==> images/floorplan.png <==
The bar under the picture is 20 µm long. Pins as bars on the die edge. Tap cells in grey.
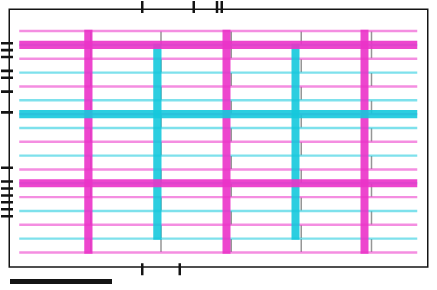
==> images/class_map.png <==
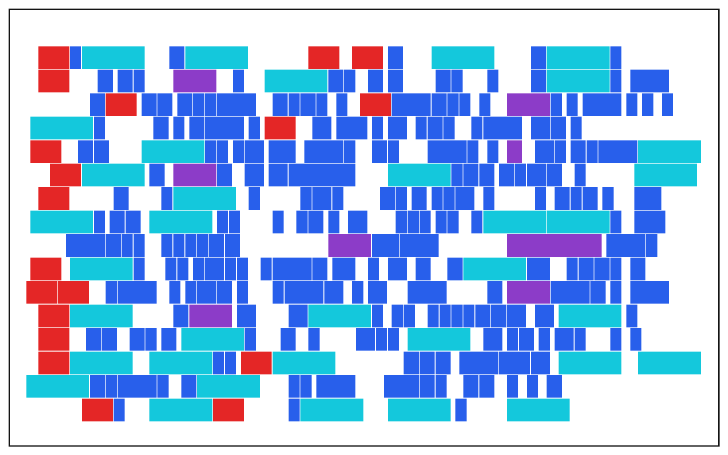
==> images/clock_wires.png <==
The bar under the picture is 20 µm long.
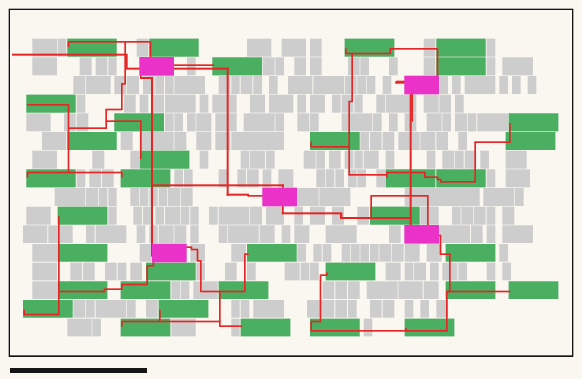
==> images/layers.png <==
The bar under the picture is 20 µm long. Two of the layers only.
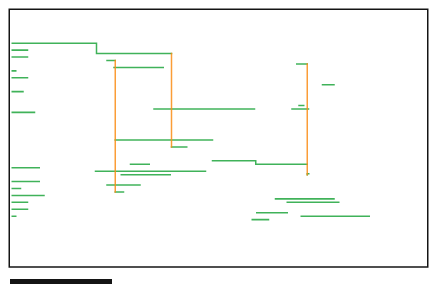
## src/rtl/led_pkg.sv

```systemverilog
// Shared types and default parameters for the board LED output stage.
package led_pkg;

  typedef enum logic [1:0] {IDLE, RAMP, RUN} pwm_state_t;

  localparam int DEF_CNT_W    = 8;
  localparam int DEF_PRESCALE = 4;

endpackage

```

## src/rtl/tick_gen.sv

```systemverilog
// Prescaler: asserts tick on the last clock of every PRESCALE-cycle window.
module tick_gen #(
  parameter int PRESCALE = 4
) (
  input  logic clk,
  input  logic rst,
  input  logic clr,
  output logic tick
);

  localparam int            W    = (PRESCALE > 1) ? $clog2(PRESCALE) : 1;
  localparam logic [W-1:0]  LAST = W'(PRESCALE - 1);

  logic [W-1:0] cnt_q, cnt_d;

  // With PRESCALE=1 the count never leaves 0, so every cycle is a tick.
  assign tick = (cnt_q == LAST);

  always_comb begin
    cnt_d = cnt_q + W'(1);
    if (clr || tick) begin
      cnt_d = '0;
    end
  end

  always_ff @(posedge clk) begin
    if (rst) begin
      cnt_q <= '0;
    end else begin
      cnt_q <= cnt_d;
    end
  end

endmodule

```

## src/rtl/rgb_pwm_driver.sv

```systemverilog
// Three-channel LED PWM stage with soft-start ramp; colour and brightness
// are only updated at PWM period boundaries so LEDs never glitch mid-period.
module rgb_pwm_driver
  import led_pkg::*;
#(
  parameter int CNT_W    = DEF_CNT_W,
  parameter int PRESCALE = DEF_PRESCALE
) (
  input  logic             clk,
  input  logic             rst,
  input  logic             r_in,
  input  logic             g_in,
  input  logic             b_in,
  input  logic             en,
  input  logic [CNT_W-1:0] duty,
  input  logic             duty_we,
  output logic             led_r,
  output logic             led_g,
  output logic             led_b,
  output logic             period_tick,
  output logic             ramping
);

  localparam logic [CNT_W-1:0] CNT_MAX = '1;

  pwm_state_t       state_q, state_d;
  logic [CNT_W-1:0] pwm_cnt_q, pwm_cnt_d;
  logic [CNT_W-1:0] level_q, level_d;
  logic [CNT_W-1:0] duty_pend_q, duty_pend_d;
  logic [2:0]       shadow_q, shadow_d;
  logic [2:0]       led_q, led_d;
  logic             period_tick_q, period_tick_d;

  logic             tick, tick_clr, active, boundary;
  logic [CNT_W:0]   level_inc;

  assign active    = (state_q != IDLE);
  assign tick_clr  = !active || !en;
  assign boundary  = active && tick && (pwm_cnt_q == CNT_MAX);
  // One bit wider so a ramp towards the maximum duty cannot wrap to 0.
  assign level_inc = {1'b0, level_q} + (CNT_W + 1)'(1);

  tick_gen #(
    .PRESCALE(PRESCALE)
  ) u_tick_gen (
    .clk  (clk),
    .rst  (rst),
    .clr  (tick_clr),
    .tick (tick)
  );

  // NOTE: every variable gets a default before the case so no path can leave
  // one unassigned, which would otherwise infer a latch.
  always_comb begin
    state_d       = state_q;
    pwm_cnt_d     = pwm_cnt_q;
    level_d       = level_q;
    shadow_d      = shadow_q;
    duty_pend_d   = duty_we ? duty : duty_pend_q;
    period_tick_d = boundary && en;
    led_d         = (active && en && (pwm_cnt_q < level_q)) ? shadow_q : 3'b000;

    unique case (state_q)
      IDLE: begin
        pwm_cnt_d = '0;
        level_d   = '0;
        if (en) begin
          state_d  = RAMP;
          shadow_d = {r_in, g_in, b_in};
        end
      end
      RAMP, RUN: begin
        if (!en) begin
          state_d   = IDLE;
          pwm_cnt_d = '0;
          level_d   = '0;
        end else begin
          if (tick) begin
            pwm_cnt_d = pwm_cnt_q + CNT_W'(1);
          end
          if (boundary) begin
            shadow_d = {r_in, g_in, b_in};
            if (state_q == RUN) begin
              level_d = duty_pend_q;
            end else if (level_inc >= {1'b0, duty_pend_q}) begin
              level_d = duty_pend_q;
              state_d = RUN;
            end else begin
              level_d = level_inc[CNT_W-1:0];
            end
          end
        end
      end
      default: begin
        state_d = IDLE;
      end
    endcase
  end

  // NOTE: non-blocking assignments so every flop samples pre-edge values,
  // independent of the order of statements in this block.
  always_ff @(posedge clk) begin
    if (rst) begin
      state_q       <= IDLE;
      pwm_cnt_q     <= '0;
      level_q       <= '0;
      duty_pend_q   <= '0;
      shadow_q      <= '0;
      led_q         <= '0;
      period_tick_q <= 1'b0;
    end else begin
      state_q       <= state_d;
      pwm_cnt_q     <= pwm_cnt_d;
      level_q       <= level_d;
      duty_pend_q   <= duty_pend_d;
      shadow_q      <= shadow_d;
      led_q         <= led_d;
      period_tick_q <= period_tick_d;
    end
  end

  assign led_r       = led_q[2];
  assign led_g       = led_q[1];
  assign led_b       = led_q[0];
  assign period_tick = period_tick_q;
  assign ramping     = (state_q == RAMP);

endmodule

```

## config.mk

```make
export PLATFORM = sky130hd
export DESIGN_NAME = rgb_pwm_driver
export DESIGN_NICKNAME = d
export VERILOG_FILES = /design/src/rtl/led_pkg.sv /design/src/rtl/tick_gen.sv /design/src/rtl/rgb_pwm_driver.sv
export SDC_FILE = /design/constraint.sdc
export NUM_CORES = 1
export LEC_CHECK = 0
export ABC_AREA = 1
export ABC_CLOCK_PERIOD_IN_PS = 3700
export CORE_ASPECT_RATIO = 0.6
export CORE_MARGIN = 1.5
export CORE_UTILIZATION = 54
export CTS_CLUSTER_SIZE = 24
export DETAILED_ROUTE_END_ITERATION = 16
export PLACE_DENSITY = 0.76
export SYNTH_ARGS = -nofsm -noshare
export SYNTH_HDL_FRONTEND = slang
export SYNTH_SLANG_ARGS = --single-unit
```

## constraint.sdc

```tcl
create_clock -name clk -period 3.7 [get_ports clk]
set_input_delay 0.74 -clock clk [delete_from_list [all_inputs] [get_ports clk]]
set_output_delay 0.74 -clock clk [all_outputs]
set_load 0.01 [all_outputs]
```

==> results_dict.tcl <==
# metrics dict for downstream scripts
set metrics [dict create \
    grt_use_met3_pct 6.000 \
    cts_tree "done" \
    yosys_area_um2 2021 \
    worstMarginPinSlew_ps 415.2 \
    area_growth_pct 17.46 \
    status "completed" \
    firstDrtPassIters 5 \
    antenna_found_initial 0 \
    use_met2_pct 30.74 \
    cts_root_buffer "clkbuf_8" \
    ctsHtreeMaxLevel 2 \
    critical_path_buf_inv_count 3 \
    clk_path_buf_depth 2 \
    most_common_cell "nand2_1" \
    top_area_share_pct 34.67 \
    edf_count 0 \
    worstPathRequired_ps 3920 \
    grt-ovfl-total 0 \
    synth_cells 281 \
    final_max_slew_viol_count 0 \
    holdWs_ps 422.0 \
    common_cells "nand2_1 (54), inv_1 (50), dfxtp_1 (35), a21oi_1 (32), ha_1 (21)" \
    synth_area_per_cell_um2 7.191 \
    via_per_inst 5.289 \
    r2r_end "level_q[3]$_SDFFE_PP0P_" \
    postCtsHoldBufs 0 \
    r2r-start "level_q[0]$_SDFFE_PP0P_" \
    synth.net_count 317 \
    busiest_layer "met1" \
    drtAntennaViolNets 0 \
    synth_top_cell_by_area "dfxtp_1" \
]
## Picture notes: floorplan.png
- VSS: magenta
- VDD: cyan
- rows: 16
- met4 straps: 5
- met1 rails: 17
- signal pins: 20
core area: 3403 µm²
Vert. Die Dim: 50.39 µm
chip width: 81.97 µm
VDD IR max: 0.4352 mV

## Picture notes: class_map.png
- remaining buffers and delay cells: red (cells 19; share of their area 8.2%)
- registers: cyan (cells 35; share of their area 30%)
- clock drivers and dummy loads: purple (cells 8; share of their area 5.1%)
- remaining logic cells: blue (cells 243; share of their area 56%)
sequential share of cell area: 29.52%
design area: 2374 µm²
Cell Rows: 16

## Picture notes: clock_wires.png
- flip-flops: green (count 35)
- clock-net drivers: magenta (count 5)
- clock wires: red (length 500 µm)
- flops lie: widely spread
clock network power: 0.366 mW
clock network fraction of design power: 30.1%
Latency at later pin: 300 ps
Layout Skew: 7.138 ps

## Picture notes: layers.png
- M3: green (wire length 243 µm)
- M4: orange (wire length 66.0 µm)
via count: 1851
WL final: 4.326 mm
routed length per instance: 12.36 µm
global-route usage over all layers: 24.42%

-- logic make-up (layout without fill, tap and decap cells) --
| kind of cell | after synthesis | count (layout) |
|---|---|---|
| AND/OR/NAND/NOR | 113 | 113 |
| buffers and inverters | 56 | 80 |
| AND-OR/OR-AND | 53 | 53 |
| flip-flops | 35 | 35 |
| adder cells (fa/ha/maj) | 21 | 21 |
| XOR/XNOR | 3 | 3 |
-- state kept, by name (all words and copies together) (netlist names) --
name,cells
duty_pend_q,8
u_tick_gen.cnt_q,2
shadow_q,3
level_q,8
period_tick,1
led_q,3
pwm_cnt_q,8
state_q,2
-- how the worst min path moves through the flow --
| stage | startpoint | end | cells past startpoint |
|---|---|---|---|
| final | u_tick_gen.cnt_q[0]$_SDFF_PP0_ | u_tick_gen.cnt_q[0]$_SDFF_PP0_ | 1 |
| after global routing | u_tick_gen.cnt_q[0]$_SDFF_PP0_ | u_tick_gen.cnt_q[0]$_SDFF_PP0_ | 1 |
| after CTS | u_tick_gen.cnt_q[0]$_SDFF_PP0_ | u_tick_gen.cnt_q[0]$_SDFF_PP0_ | 1 |
| after detailed placement | u_tick_gen.cnt_q[0]$_SDFF_PP0_ | u_tick_gen.cnt_q[0]$_SDFF_PP0_ | 1 |
| after global placement | u_tick_gen.cnt_q[0]$_SDFF_PP0_ | u_tick_gen.cnt_q[0]$_SDFF_PP0_ | 1 |
| after floorplan | u_tick_gen.cnt_q[0]$_SDFF_PP0_ | u_tick_gen.cnt_q[0]$_SDFF_PP0_ | 1 |
-- power by group --
group / internal [mW] / switching, mW / total, mW
Sequential: 0.420 / 0.0207 / 0.441
Combinational: 0.138 / 0.270 / 0.409
Clock: 0.218 / 0.147 / 0.366
Total: 0.776 / 0.439 / 1.21
-- layout make-up --
type | instances | area (µm²)
Multi-Input combinational cell | 190 | 1110
Clock buffer | 6 | 82.58
Clock inverter | 2 | 35.03
Fill cell | 292 | 1030
Tap cell | 45 | 56.30
Timing Repair Buffer | 19 | 190.2
Inverter | 53 | 198.9
Sequential cell | 35 | 700.7
-- per-layer routing --
metal  vias to the layer above  wire [µm]
met2                        48       1572
met4                         0         65
li1                        960          -
met1                       835       2444
met5                         -          0
met3                         8        242
-- through the flow --
step | std cells | area, µm² | util, % | power [mW]
5_1_grt | 350 | 2374 | 69.74 | 1.300
4_1_cts | 350 | 2374 | 69.74 | 1.210
3_5_place_dp | 342 | 2256 | 66.29 | 0.8465
6_report | 350 | 2374 | 69.74 | 1.215
3_3_place_gp | 342 | 2256 | 66.29 | 0.8389
2_1_floorplan | 281 | 2021 | - | 0.7454
-- cell usage in the layout, fill, tap and decap left out, drive strengths merged --
cell	count
nand2	58
inv	52
dfxtp	35
a21oi	32
ha	21
nand3	20
clkdlybuf4s50	19
o21ai	18
nor2	18
nand4	13
clkbuf	6
xor2	3
nor3	2
clkinv	2
o21a	1
o21bai	1
or2	1
and3	1
a31oi	1
bufinv	1
Power and IR drop assume default switching activity.
